### src/rtl/uart_pkg.sv
// rtl/uart_pkg.sv - shared UART types and constants
// Purpose: receiver state encoding and frame constants; intended to be shared
//          with the matching 8N1 transmitter.
// Ports:   none (package).
package uart_pkg;

    typedef enum logic [2:0] {
        IDLE  = 3'd0,
        START = 3'd1,
        DATA  = 3'd2,
        STOP  = 3'd3,
        BREAK = 3'd4
    } uart_state_e;

    localparam int   UART_DATA_BITS  = 8;
    localparam logic UART_IDLE_LEVEL = 1'b1;

endpackage

### src/rtl/uart_sync2.sv
// rtl/uart_sync2.sv - two-flop synchroniser for an asynchronous input
// Purpose: brings an asynchronous level into the clk domain through two flops.
// Parameters:
//   reset_value  level both flops take in reset (idle level of the input)
// Ports:
//   clk    in  system clock
//   rst_n  in  asynchronous active-low reset
//   d      in  asynchronous input
//   q      out synchronised copy of d, two clocks late
module uart_sync2 #(
    parameter logic reset_value = 1'b1
) (
    input  logic clk,
    input  logic rst_n,
    input  logic d,
    output logic q
);

    logic meta;

    always_ff @(posedge clk or negedge rst_n) begin
        if (!rst_n) begin
            meta <= reset_value;
            q    <= reset_value;
        end else begin
            meta <= d;
            q    <= meta;
        end
    end

endmodule

### src/rtl/uart_rx.sv
// rtl/uart_rx.sv - 8N1 UART receiver with mid-bit sampling
// Purpose: synchronises in_rx, qualifies start bits, samples each bit at its
//          middle and presents every good byte with a one-cycle valid pulse.
// Optional feature: define UART_RX_CHECKSUM_EN to add out_sum, a running
//          modulo-2^32 sum of all correctly received bytes.
// Parameters:
//   clocks_per_bit  clocks per serial bit (2..65535), equal to the transmitter
// Ports:
//   clk            in   system clock
//   rst_n          in   asynchronous active-low reset
//   in_rx          in   serial line, asynchronous, idle high
//   out_data       out  last correctly framed byte
//   out_valid      out  one-cycle pulse, out_data updated
//   out_frame_err  out  one-cycle pulse, stop bit sampled low
//   out_rx_busy    out  receiver not in IDLE
//   out_sum        out  running byte sum (UART_RX_CHECKSUM_EN only)
module uart_rx
    import uart_pkg::*;
#(
    parameter int clocks_per_bit = 4
) (
    input  logic        clk,
    input  logic        rst_n,
    input  logic        in_rx,
    output logic [7:0]  out_data,
    output logic        out_valid,
    output logic        out_frame_err,
`ifdef UART_RX_CHECKSUM_EN
    output logic [31:0] out_sum,
`endif
    output logic        out_rx_busy
);

    localparam int CW   = $clog2(clocks_per_bit);
    localparam int HALF = clocks_per_bit / 2;

    // Start bit is re-checked half a bit after the edge; every later sample
    // is a full bit apart, which lands each one mid-bit.
    localparam logic [CW-1:0] HALF_LOAD = CW'(HALF - 1);
    localparam logic [CW-1:0] FULL_LOAD = CW'(clocks_per_bit - 1);
    localparam logic [3:0]    LAST_BIT  = 4'(UART_DATA_BITS - 1);

    logic              rx_s;
    uart_state_e       state;
    logic [CW-1:0]     cycle_count;
    logic [3:0]        bit_count;
    logic [7:0]        shift_reg;
    logic              sample;
    logic              stop_good;

    uart_sync2 #(
        .reset_value (UART_IDLE_LEVEL)
    ) u_sync (
        .clk   (clk),
        .rst_n (rst_n),
        .d     (in_rx),
        .q     (rx_s)
    );

    assign sample      = (cycle_count == '0);
    assign stop_good   = (state == STOP) && sample && (rx_s == UART_IDLE_LEVEL);
    assign out_rx_busy = (state != IDLE);

    always_ff @(posedge clk or negedge rst_n) begin
        if (!rst_n) begin
            state         <= IDLE;
            cycle_count   <= '0;
            bit_count     <= '0;
            shift_reg     <= '0;
            out_data      <= '0;
            out_valid     <= 1'b0;
            out_frame_err <= 1'b0;
        end else begin
            out_valid     <= 1'b0;
            out_frame_err <= 1'b0;
            case (state)
                IDLE: begin
                    if (rx_s != UART_IDLE_LEVEL) begin
                        state       <= START;
                        cycle_count <= HALF_LOAD;
                    end
                end
                START: begin
                    if (sample) begin
                        if (rx_s == UART_IDLE_LEVEL) begin
                            // Line went back high before mid start bit: glitch.
                            state <= IDLE;
                        end else begin
                            state       <= DATA;
                            bit_count   <= '0;
                            cycle_count <= FULL_LOAD;
                        end
                    end else begin
                        cycle_count <= cycle_count - CW'(1);
                    end
                end
                DATA: begin
                    if (sample) begin
                        // LSB arrives first, so shifting right restores order.
                        shift_reg   <= {rx_s, shift_reg[7:1]};
                        bit_count   <= bit_count + 4'd1;
                        cycle_count <= FULL_LOAD;
                        if (bit_count == LAST_BIT) begin
                            state <= STOP;
                        end
                    end else begin
                        cycle_count <= cycle_count - CW'(1);
                    end
                end
                STOP: begin
                    if (sample) begin
                        // Leaving mid-stop-bit lets a back-to-back start edge
                        // be seen without losing a frame.
                        if (stop_good) begin
                            out_data  <= shift_reg;
                            out_valid <= 1'b1;
                            state     <= IDLE;
                        end else begin
                            out_frame_err <= 1'b1;
                            state         <= BREAK;
                        end
                    end else begin
                        cycle_count <= cycle_count - CW'(1);
                    end
                end
                BREAK: begin
                    // A held-low line must not restart framing until it idles.
                    if (rx_s == UART_IDLE_LEVEL) begin
                        state <= IDLE;
                    end
                end
                default: begin
                    state <= IDLE;
                end
            endcase
        end
    end

`ifdef UART_RX_CHECKSUM_EN
    always_ff @(posedge clk or negedge rst_n) begin
        if (!rst_n) begin
            out_sum <= '0;
        end else if (stop_good) begin
            out_sum <= out_sum + {24'd0, shift_reg};
        end
    end
`endif

endmodule

### config.mk
export PLATFORM = sky130hd
export DESIGN_NAME = uart_rx
export DESIGN_NICKNAME = d
export VERILOG_FILES = /design/src/rtl/uart_pkg.sv /design/src/rtl/uart_sync2.sv /design/src/rtl/uart_rx.sv
export SDC_FILE = /design/constraint.sdc
export NUM_CORES = 1
export LEC_CHECK = 0
export CAP_MARGIN = 0
export CORE_MARGIN = 4
export CORE_UTILIZATION = 49
export CTS_CLUSTER_DIAMETER = 50
export DETAILED_ROUTE_END_ITERATION = 7
export PLACE_DENSITY_LB_ADDON = 0.2
export SLEW_MARGIN = 30
export SYNTH_ARGS = -nofsm -noshare
export SYNTH_HDL_FRONTEND = slang
export SYNTH_SLANG_ARGS = --single-unit
### constraint.sdc
create_clock -name clk -period 1.6 [get_ports clk]
set_clock_uncertainty 0.1 [all_clocks]
set_input_delay 0.16 -clock clk [delete_from_list [all_inputs] [get_ports clk]]
set_output_delay 0.16 -clock clk [all_outputs]
set_load 0.03 [all_outputs]
==> run_1/met1.png <==
Supply wires on this layer in grey.
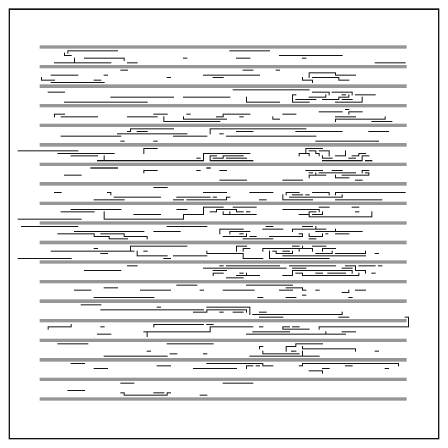
The wires run mostly horizontal. The layer holds 42% of the routed length.

==> run_1/met2.png <==
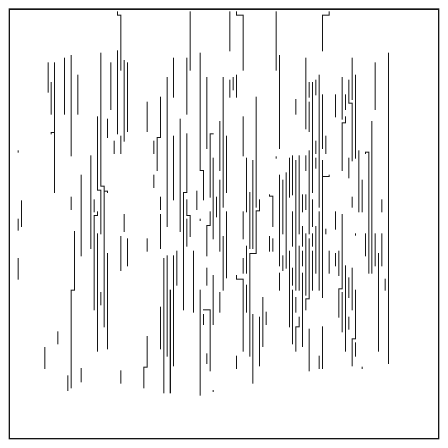
The layer holds 52% of the routed length. The longest straight run is 43.2 µm.

==> run_1/met3.png <==
Scale bar: 20 µm. Cells faint in the background.
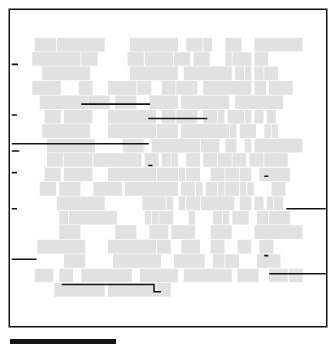
The layer carries 95.4 µm of wire. The layer holds 3.6% of the routed length.

==> run_1/met4.png <==
Supply wires on this layer in grey. Cells faint in the background.
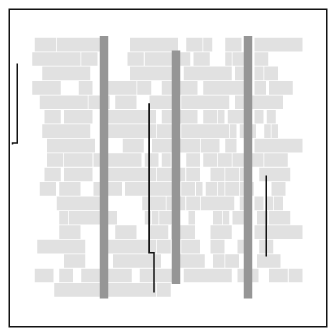
The wires run mostly vertical. The layer holds 2.5% of the routed length. The layer carries 67.1 µm of wire.

==> flow_summary.ini, run 1 <==
; physical design summary
[yosys]
top_cell = dfrtp_1
adder_share_pct = 3.650

[sta]
min_period_ns = 1.674
grt_setup_unrepaired = true
setup_ws_ns = -0.07413
setup_viol = 18

[final_layout]
dominant_cells = registers
lay_top_count = dfrtp_1
nFillCells = 188
comb_cells = 72
nets = 154
diodes = 0

[status]
failed_checks = negative setup slack
status = finished with violations

[drt]
viasPerCell = 5.235
met3_length_um = 95

[run]
cap_violations = 0

[global_routing]
grt_pass1_vias = 991

[critical_path]
r2r_slack_ns = -0.07

[pwr]
clkPwrFrac_pct = 15.5

[clocking]
cts_setup_buffers = 7

[place]
gp_congestion = 0.8720
-- run 1: power groups by stage --
stage | Combinational, µW | Sequential [µW] | Clock (µW)
2_1_floorplan | 635 | 999 | 0
3_3_place_gp | 1010 | 974 | 0
3_5_place_dp | 1050 | 981 | 0
4_1_cts | 1150 | 973 | 447
5_1_grt | 1420 | 1000 | 493
6_report | 1300 | 976 | 420
-- run 1: per-stage QoR --
| stage | setup TNS (ns) | instances |
|---|---|---|
| 3_5_place_dp | -1.639 | 162 |
| 2_1_floorplan | -0.5380 | 108 |
| 3_3_place_gp | -0.5256 | 162 |
| 4_1_cts | -1.146 | 177 |
| 5_1_grt | -2.358 | 179 |
| 6_report | -0.8137 | 179 |
--- run 2 (diff from run 1) ---
- CORE_UTILIZATION: 49 -> 52
- CTS_BUF_LIST: unset -> sky130_fd_sc_hd__clkbuf_4 sky130_fd_sc_hd__clkbuf_8
- SKIP_CTS_REPAIR_TIMING: unset -> 1
==> run_2/final_clocks.png <==
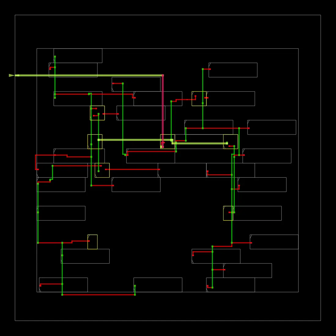
FFs & Latches: 29
clock sinks: 29

==> run_2/gate_families.png <==
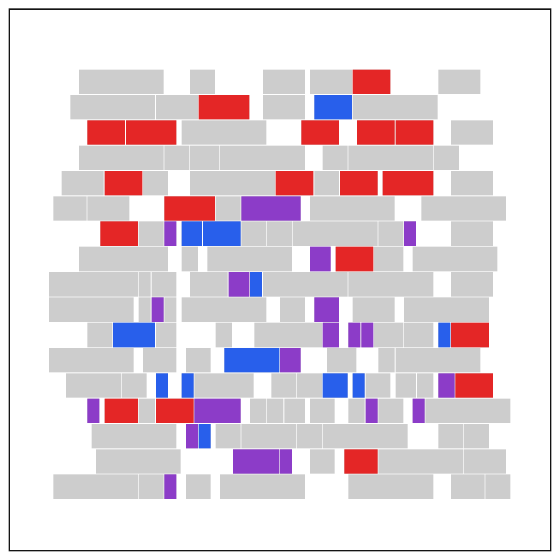
Key: multiplexers = red [cells 19, most used mux2_2]; NAND gates = purple [cells 20, most used nand2_1]; NOR gates = blue [cells 12, most used nor2_1]

==> run_2/met3.png <==
Scale bar: 20 µm. Cells faint in the background.
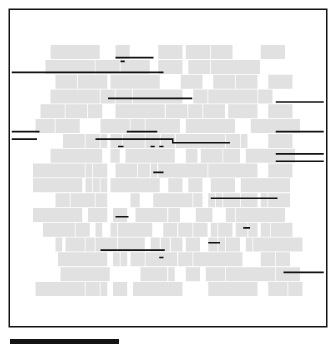
The longest straight run is 27.6 µm. 18 nets have wire on it. The wires run mostly horizontal. The layer carries 162 µm of wire. The layer holds 5.0% of the routed length.

==> run 2 against run 1 <==
The flow still finishes with violations (negative setup slack). Die area is 5.0% lower. Sequential cell count stayed put. Synthesized area stayed put. Count of clock-buffer cells in the layout is 1 higher. Critical path depth is 1 lower. Worst setup slack worse by 0.073 ns. Sequential share of layout area is 0.58 points lower. Wire length is 21% higher. Global-route usage hardly changed. Critical endpoint is now out_data[1]. Highest routed layer unchanged.
==> flow_summary.ini, run 2 <==
; physical design summary
[status]
status = finished with violations
failed_checks = negative setup slack

[drt]
met3_length_um = 161
met1_length_um = 1269
drt_wl_total_um = 3229
viasPerCell = 5.736

[final_layout]
nets = 155
finish.instance_area_mm2 = 0.001831
final_cell_count_no_fill = 178
lay_top_count = dfrtp_1
nFillCells = 139

[hold_path]
hold_class = primary input to async pin

[global_routing]
grt.total_usage_pct = 17.56
antenna_found_initial = 0
grt_max_degree = 30
grt_pass1_vias = 1004

[sta]
min_period_ns = 1.747
final_max_slew_viol_count = 0
fin_tns_setup_ns = -1.755
whs_ns = 0.1096
setup_ws_ns = -0.1468
setup_viol = 23
grt_setup_unrepaired = true

[run]
tool_warnings = 29
cap_violations = 0

[floorplan]
die_y_um = 58.05
initCoreUtil_pct = 56.70

[critical_path]
end_kind = flop
start_kind = flop
crit_start = cycle_count[0]
r2r_slack_ns = -0.15
crit_arrival_ns = 1.84

[yosys]
synth_nets = 114
synth_stat.cells = 108
top_cell = dfrtp_1
adder_share_pct = 3.650

[place]
dp_cells = 164
gp_congestion = 0.7879

[pwr]
power-per-cell-area_mw_per_mm2 = 1544
==> run 2: cell counts after synthesis <==
Identical to the previous run, type by type.
==> run 2: area by class of cell <==
class                   instances  share of cell area (%)
inverters                       3                  0.6152
well taps                      28                   1.914
multi-input cells              73                   35.75
flip-flops and latches         29                   39.78
repair buffers                 37                   18.93
clock inverters                 2                  0.5468
clock buffers                   6                   2.461
==> run 2: critical path, delay by kind of cell, from the launching register on <==
| kind | cells | cell delay [ns] |
|---|---|---|
| buffers and inverters | 1 | 0.10 |
| AND/OR/NAND/NOR | 3 | 0.50 |
| adder cells (fa/ha/maj) | 1 | 0.15 |
| multiplexers | 1 | 0.37 |
| flip-flops | 1 | 0.40 |
==> run 2: report_power, final <==
part	switching (µW)	internal, µW	total [µW]
sequential	97.2	874	971
clock	258	184	442
combinational	692	721	1410
Power is estimated from default activity; no workload was simulated.
